### src/rtl/pipelined_control_unit.sv
// rtl/pipelined_control_unit.sv - RV32I pipelined control: decode, D/E, E/M, M/W control registers
// Branch/jump resolution happens in Execute from the registered control word and ALU flags.
module pipelined_control_unit #(
  parameter int ALUCTRL_W     = 4,
  parameter bit EN_EXT_BRANCH = 1'b1
) (
  input  logic                 clk,
  input  logic                 rst_n,
  input  logic [6:0]           opD,
  input  logic [2:0]           funct3D,
  input  logic                 funct7_5D,
  input  logic                 FlushE,
  input  logic                 ZeroE,
  input  logic                 NegE,
  input  logic                 OvfE,
  input  logic                 CarryE,
  output logic [2:0]           ImmSrcD,
  output logic                 IllegalD,
  output logic                 RegWriteE,
  output logic                 ALUSrcAE,
  output logic                 ALUSrcBE,
  output logic                 JalrE,
  output logic [1:0]           ResultSrcE,
  output logic [ALUCTRL_W-1:0] ALUControlE,
  output logic                 PCSrcE,
  output logic                 RegWriteM,
  output logic                 MemWriteM,
  output logic [2:0]           Funct3M,
  output logic [1:0]           ResultSrcW,
  output logic                 RegWriteW,
  output logic                 IllegalW
);

  localparam logic [6:0] OP_LOAD   = 7'b0000011;
  localparam logic [6:0] OP_STORE  = 7'b0100011;
  localparam logic [6:0] OP_R      = 7'b0110011;
  localparam logic [6:0] OP_I      = 7'b0010011;
  localparam logic [6:0] OP_BRANCH = 7'b1100011;
  localparam logic [6:0] OP_JAL    = 7'b1101111;
  localparam logic [6:0] OP_JALR   = 7'b1100111;
  localparam logic [6:0] OP_LUI    = 7'b0110111;
  localparam logic [6:0] OP_AUIPC  = 7'b0010111;

  localparam logic [ALUCTRL_W-1:0] ALU_ADD   = ALUCTRL_W'(0);
  localparam logic [ALUCTRL_W-1:0] ALU_SUB   = ALUCTRL_W'(1);
  localparam logic [ALUCTRL_W-1:0] ALU_AND   = ALUCTRL_W'(2);
  localparam logic [ALUCTRL_W-1:0] ALU_OR    = ALUCTRL_W'(3);
  localparam logic [ALUCTRL_W-1:0] ALU_XOR   = ALUCTRL_W'(4);
  localparam logic [ALUCTRL_W-1:0] ALU_SLT   = ALUCTRL_W'(5);
  localparam logic [ALUCTRL_W-1:0] ALU_SLTU  = ALUCTRL_W'(6);
  localparam logic [ALUCTRL_W-1:0] ALU_SLL   = ALUCTRL_W'(7);
  localparam logic [ALUCTRL_W-1:0] ALU_SRL   = ALUCTRL_W'(8);
  localparam logic [ALUCTRL_W-1:0] ALU_SRA   = ALUCTRL_W'(9);
  localparam logic [ALUCTRL_W-1:0] ALU_PASSB = ALUCTRL_W'(10);

  localparam logic [2:0] IMM_I = 3'b000;
  localparam logic [2:0] IMM_S = 3'b001;
  localparam logic [2:0] IMM_B = 3'b010;
  localparam logic [2:0] IMM_J = 3'b011;
  localparam logic [2:0] IMM_U = 3'b100;

  logic                 reg_write_d, mem_write_d, alu_src_a_d, alu_src_b_d;
  logic                 branch_d, jump_d, jalr_d, illegal_d;
  logic [1:0]           result_src_d;
  logic [2:0]           imm_src_d;
  logic [ALUCTRL_W-1:0] alu_ctrl_d, arith_op;

  // Shared R/I arithmetic decode; sub exists only for register-register forms.
  always_comb begin
    arith_op = ALU_ADD;
    case (funct3D)
      3'b000: arith_op = (funct7_5D && opD == OP_R) ? ALU_SUB : ALU_ADD;
      3'b001: arith_op = ALU_SLL;
      3'b010: arith_op = ALU_SLT;
      3'b011: arith_op = ALU_SLTU;
      3'b100: arith_op = ALU_XOR;
      3'b101: arith_op = funct7_5D ? ALU_SRA : ALU_SRL;
      3'b110: arith_op = ALU_OR;
      default: arith_op = ALU_AND;
    endcase
  end

  always_comb begin
    reg_write_d  = 1'b0;
    mem_write_d  = 1'b0;
    alu_src_a_d  = 1'b0;
    alu_src_b_d  = 1'b0;
    branch_d     = 1'b0;
    jump_d       = 1'b0;
    jalr_d       = 1'b0;
    illegal_d    = 1'b0;
    result_src_d = 2'b00;
    imm_src_d    = IMM_I;
    alu_ctrl_d   = ALU_ADD;
    case (opD)
      OP_LOAD: begin
        if (funct3D == 3'b011 || funct3D[2:1] == 2'b11) begin
          illegal_d = 1'b1;
        end else begin
          reg_write_d  = 1'b1;
          alu_src_b_d  = 1'b1;
          result_src_d = 2'b01;
        end
      end
      OP_STORE: begin
        if (funct3D == 3'b011 || funct3D[2]) begin
          illegal_d = 1'b1;
        end else begin
          mem_write_d = 1'b1;
          alu_src_b_d = 1'b1;
          imm_src_d   = IMM_S;
        end
      end
      OP_R, OP_I: begin
        reg_write_d = 1'b1;
        alu_src_b_d = (opD == OP_I);
        alu_ctrl_d  = arith_op;
      end
      OP_BRANCH: begin
        if (funct3D[2:1] == 2'b01 || (funct3D[2] && EN_EXT_BRANCH == 1'b0)) begin
          illegal_d = 1'b1;
        end else begin
          branch_d   = 1'b1;
          imm_src_d  = IMM_B;
          alu_ctrl_d = ALU_SUB;
        end
      end
      OP_JAL: begin
        jump_d       = 1'b1;
        reg_write_d  = 1'b1;
        result_src_d = 2'b10;
        imm_src_d    = IMM_J;
      end
      OP_JALR: begin
        jump_d       = 1'b1;
        jalr_d       = 1'b1;
        reg_write_d  = 1'b1;
        alu_src_b_d  = 1'b1;
        result_src_d = 2'b10;
      end
      OP_LUI: begin
        reg_write_d = 1'b1;
        alu_src_b_d = 1'b1;
        imm_src_d   = IMM_U;
        alu_ctrl_d  = ALU_PASSB;
      end
      OP_AUIPC: begin
        reg_write_d = 1'b1;
        alu_src_a_d = 1'b1;
        alu_src_b_d = 1'b1;
        imm_src_d   = IMM_U;
      end
      default: illegal_d = 1'b1;
    endcase
  end

  assign ImmSrcD  = imm_src_d;
  assign IllegalD = illegal_d;

  logic       branch_e, jump_e, mem_write_e, illegal_e, illegal_m;
  logic [2:0] funct3_e;
  logic [1:0] result_src_m;

  // A flush inserts a bubble: every field, including the ALU op, returns to zero.
  always_ff @(posedge clk or negedge rst_n) begin
    if (!rst_n) begin
      RegWriteE   <= 1'b0;
      ALUSrcAE    <= 1'b0;
      ALUSrcBE    <= 1'b0;
      JalrE       <= 1'b0;
      ResultSrcE  <= 2'b00;
      ALUControlE <= ALU_ADD;
      branch_e    <= 1'b0;
      jump_e      <= 1'b0;
      mem_write_e <= 1'b0;
      illegal_e   <= 1'b0;
      funct3_e    <= 3'b000;
    end else if (FlushE) begin
      RegWriteE   <= 1'b0;
      ALUSrcAE    <= 1'b0;
      ALUSrcBE    <= 1'b0;
      JalrE       <= 1'b0;
      ResultSrcE  <= 2'b00;
      ALUControlE <= ALU_ADD;
      branch_e    <= 1'b0;
      jump_e      <= 1'b0;
      mem_write_e <= 1'b0;
      illegal_e   <= 1'b0;
      funct3_e    <= 3'b000;
    end else begin
      RegWriteE   <= reg_write_d;
      ALUSrcAE    <= alu_src_a_d;
      ALUSrcBE    <= alu_src_b_d;
      JalrE       <= jalr_d;
      ResultSrcE  <= result_src_d;
      ALUControlE <= alu_ctrl_d;
      branch_e    <= branch_d;
      jump_e      <= jump_d;
      mem_write_e <= mem_write_d;
      illegal_e   <= illegal_d;
      funct3_e    <= funct3D;
    end
  end

  logic cond_e;

  always_comb begin
    cond_e = 1'b0;
    case (funct3_e)
      3'b000:  cond_e = ZeroE;
      3'b001:  cond_e = !ZeroE;
      3'b100:  cond_e = NegE ^ OvfE;
      3'b101:  cond_e = !(NegE ^ OvfE);
      3'b110:  cond_e = !CarryE;
      3'b111:  cond_e = CarryE;
      default: cond_e = 1'b0;
    endcase
  end

  assign PCSrcE = (branch_e & cond_e) | jump_e;

  always_ff @(posedge clk or negedge rst_n) begin
    if (!rst_n) begin
      RegWriteM    <= 1'b0;
      MemWriteM    <= 1'b0;
      Funct3M      <= 3'b000;
      result_src_m <= 2'b00;
      illegal_m    <= 1'b0;
      RegWriteW    <= 1'b0;
      ResultSrcW   <= 2'b00;
      IllegalW     <= 1'b0;
    end else begin
      RegWriteM    <= RegWriteE;
      MemWriteM    <= mem_write_e;
      Funct3M      <= funct3_e;
      result_src_m <= ResultSrcE;
      illegal_m    <= illegal_e;
      RegWriteW    <= RegWriteM;
      ResultSrcW   <= result_src_m;
      IllegalW     <= illegal_m;
    end
  end

endmodule

### config.mk
export PLATFORM = sky130hd
export DESIGN_NAME = pipelined_control_unit
export DESIGN_NICKNAME = d
export VERILOG_FILES = /design/src/rtl/pipelined_control_unit.sv
export SDC_FILE = /design/constraint.sdc
export NUM_CORES = 1
export LEC_CHECK = 0
export CAP_MARGIN = 30
export CELL_PAD_IN_SITES_DETAIL_PLACEMENT = 1
export CELL_PAD_IN_SITES_GLOBAL_PLACEMENT = 2
export CORE_MARGIN = 10
export CORE_UTILIZATION = 29
export CTS_CLUSTER_DIAMETER = 200
export DETAILED_ROUTE_END_ITERATION = 6
export PLACE_DENSITY_LB_ADDON = 0.1
export RECOVER_POWER = 25
export SLEW_MARGIN = 20
export SYNTH_ARGS = -nofsm -noshare
export SYNTH_HDL_FRONTEND = slang
export SYNTH_SLANG_ARGS = --single-unit
### constraint.sdc
create_clock -name clk -period 2.2 [get_ports clk]
set_input_delay 0.44 -clock clk [delete_from_list [all_inputs] [get_ports clk]]
set_output_delay 0.44 -clock clk [all_outputs]
set_load 0.01 [all_outputs]
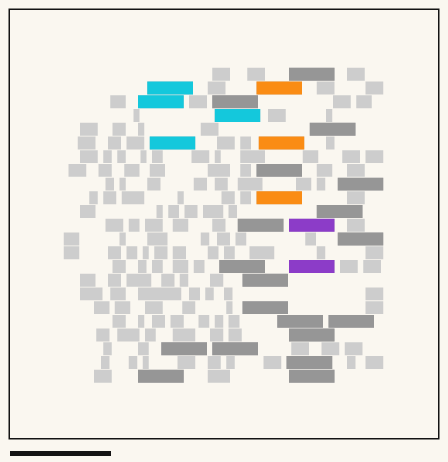
Fig. 1. Sequential cells coloured by netlist name.
The bar under the picture is 20 microns long. Other sequential cells in the stronger grey, the rest of the logic in the fainter grey.
result_src_m -> purple  # flops 2
funct3_e -> orange  # flops 3
ALUControlE -> cyan  # flops 4
not coloured = 19
seq pwr: 0.531 mW
Reg area: 701 sq um
Seq area share: 36.8%

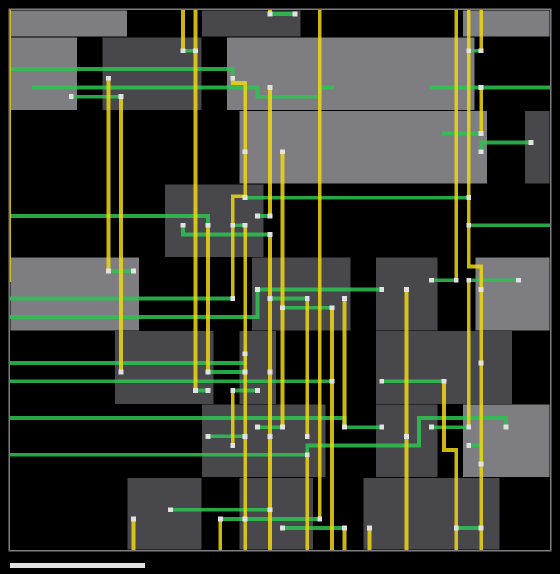
Fig. 2. Layout detail.
The bar under the picture is 5 microns long. Region (32, 49) to (52, 69) microns. Cells in grey, sequential cells in the stronger grey; small squares are vias.
M2 -> yellow
M1 -> green
cells with their middle in the window = 15
most frequent = dfrtp_1 (3)
sequential cells in the window = 3
netlist names of flops here include = ALUControlE (2), ALUSrcAE (1)

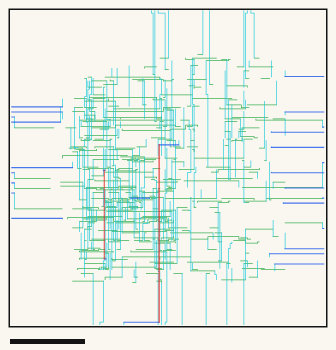
Fig. 3. Metal layers overlaid.
The bar under the picture is 20 microns long.
M4 -> red  # wire length 71.4 microns
M3 -> blue  # wire length 216 microns
M2 -> cyan  # wire length 1,820 microns
M1 -> green  # wire length 1,480 microns
gr usage total: 10.2%
Routed WL per cell: 16.3 microns
Total Routed Length: 3590 microns
routed via count: 1,068

==> flow_summary_export.csv <==
group,metric,value,unit
status,run_status,"complete, no violations",
setup_path,path_max_fanout,5,
power_and_ir_drop,power,0.958,mW
power_and_ir_drop,comb_power,0.165,mW
sta,setup_viol,0,
yosys,yosysCellCount,111,
power_and_ir_drop,comb_power_share,17.3,%
setup_path,crit_end,"IllegalD",
yosys,mux_area_share,1.64,%
routing,ant_nets,0,
job,maxCapViolCount,0,
placed_design,placed_area,1810,sq um
hold_path,hold_class,"flop to flop",
setup_path,end_kind,"primary output",
floorplan,chipArea,7200,sq um
setup_path,worstPathRequired,1.76,ns
grt,overflow,0,
sta,final.setup.tns,0,ns
placed_design,dp_slack,-0.507,ns
yosys,synth.cellmix.simpleShare,22.5,%
yosys,xor_share,2.87,%
floorplan,die-height,84.8,microns
sta,max_clock_freq,471,MHz
yosys,ys.flops,28,
grt,use_met3,2.68,%
power_and_ir_drop,p_seq_share,55.4,%
sta,slew-limit-headroom,55.4,%
grt,grt_first_pass_wirelength,6090,microns
yosys,ys_seq_share,57.5,%
clock_tree,cts_sinks,28,
setup_path,rrSetupSlack,1.65,ns
clock_tree,clk_latency,0.26,ns
yosys,async_flop_share,100,%
yosys,ys_top_logic_family,"simple AND/OR/NAND/NOR gates",
grt,antenna_found_initial,0,
sta,timing.final.ws_setup,0.0765,ns
yosys,aoi_share,11.7,%
setup_path,crit_path_start_kind,"input pin",
clock_tree,h-tree-depth,1,
floorplan,io_pins,42,
yosys,synth_cells,111,
sta,timing.hold.ws,0.355,ns
clock_tree,cts-root-buf,"clkbuf_8",
setup_path,regToRegEndpoint,"Funct3M[0]$_DFF_PN0_",
floorplan,core_area,4030,sq um
setup_path,rr_startpoint,"funct3_e[0]$_DFF_PN0_",
routing,wl_met3,215,microns
routing,dr_wl_met2,1820,microns
yosys,netlist_area,1220,sq um
final_layout,largestRegisters,"ALUControlE: 4 flops, Funct3M: 3 flops, funct3_e: 3 flops",
yosys,synth_nets,129,
power_and_ir_drop,ir_drop,203,uV
grt,grtUsageMet2,17.0,%
final_layout,top_register,"ALUControlE",
power_and_ir_drop,powerClk,0.261,mW
yosys,yosysWarnings,0,
routing,drcViolationCount,0,
clock_tree,cts_tree,"built",
yosys,top_area_cell,"dfrtp_1",
yosys,ys_sh_adder,0,%
sta,max_slew.worst_pin.slew,0.669,ns
yosys,top_cells_by_count,"dfrtp_1 (28), nor2_1 (8), nor2b_1 (8)",
grt,grt_max_degree,29,
power_and_ir_drop,switching_power,0.226,mW
clock_tree,hold_buffers,0,
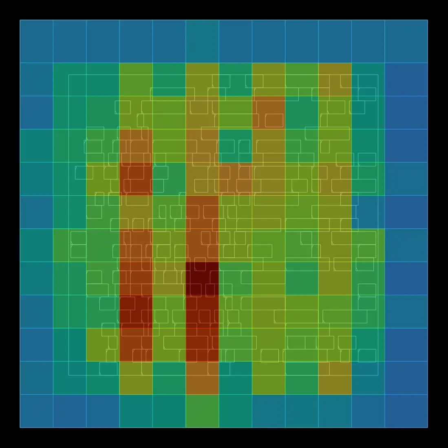
Fig. 4. Routing congestion.
final core utilization: 47.2%
busiest layer in global routing: met2
met1 Usage GRT: 11.6%

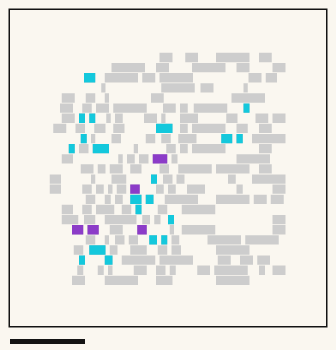
Fig. 5. Gate families picked out.
The bar under the picture is 20 microns long.
and/or cells -> purple  # cells 5
aoi and oai cells -> cyan  # cells 20
final std cells w/o fill: 220
fraction of area in multi-input gates: 27.0%

==> final cells by class <==
type / instances / area [sq um] / share of cell area (%)
sequential: 28 / 701 / 36.8
timing repair buffer: 65 / 579 / 30.5
multi-input combinational: 73 / 514 / 27.0
tap: 50 / 62.6 / 3.29
clock buffer: 3 / 41.3 / 2.17
inverter: 1 / 3.75 / 0.197
==> repair_timing <==
item,in CTS,in global routing
endpoints found under the setup margin,5,5
gates resized,20,12
setup buffers,1,1
pin swaps,3,4
==> layout by cell type (no fill, tap or decap), types with 2 or more instances in the layout <==
cell / netlist / routed
clkdlybuf4s50_1: 0 / 28
clkbuf_2: 0 / 2
nor3_1: 3 / 2
buf_2: 4 / 2
o21ai_0: 7 / 7
nor2_1: 8 / 8
dlymetal6s2s_1: 0 / 3
a21oi_1: 4 / 4
mux2i_1: 2 / 2
clkbuf_8: 0 / 3
buf_4: 1 / 22
nand2_1: 5 / 4
dlygate4sd2_1: 0 / 4
nand3_1: 3 / 2
a31oi_1: 3 / 2
xnor2_1: 3 / 3
nor4_1: 4 / 4
dfrtp_1: 28 / 28
nor2b_1: 8 / 7
clkdlybuf4s15_1: 0 / 2
nor3_2: 2 / 3
==> worst max-delay path, stage by stage <==
cell	delay, ns
clkdlybuf4s50_1	0.50
o21a_1	0.25
a31oi_2	0.24
nand3_1	0.10
buf_2	0.15
==> worst min-delay path by stage <==
stage                                     to  cells past startpoint
finish                   MemWriteM$_DFF_PN0_                      0
global route         ResultSrcW[1]$_DFF_PN0_                      0
CTS                      MemWriteM$_DFF_PN0_                      0
detailed placement       MemWriteM$_DFF_PN0_                      0
global placement          IllegalW$_DFF_PN0_                      0
floorplan           ALUControlE[0]$_DFF_PN0_                      0
Power figures rest on the tool's default switching activity, not on a simulated workload.
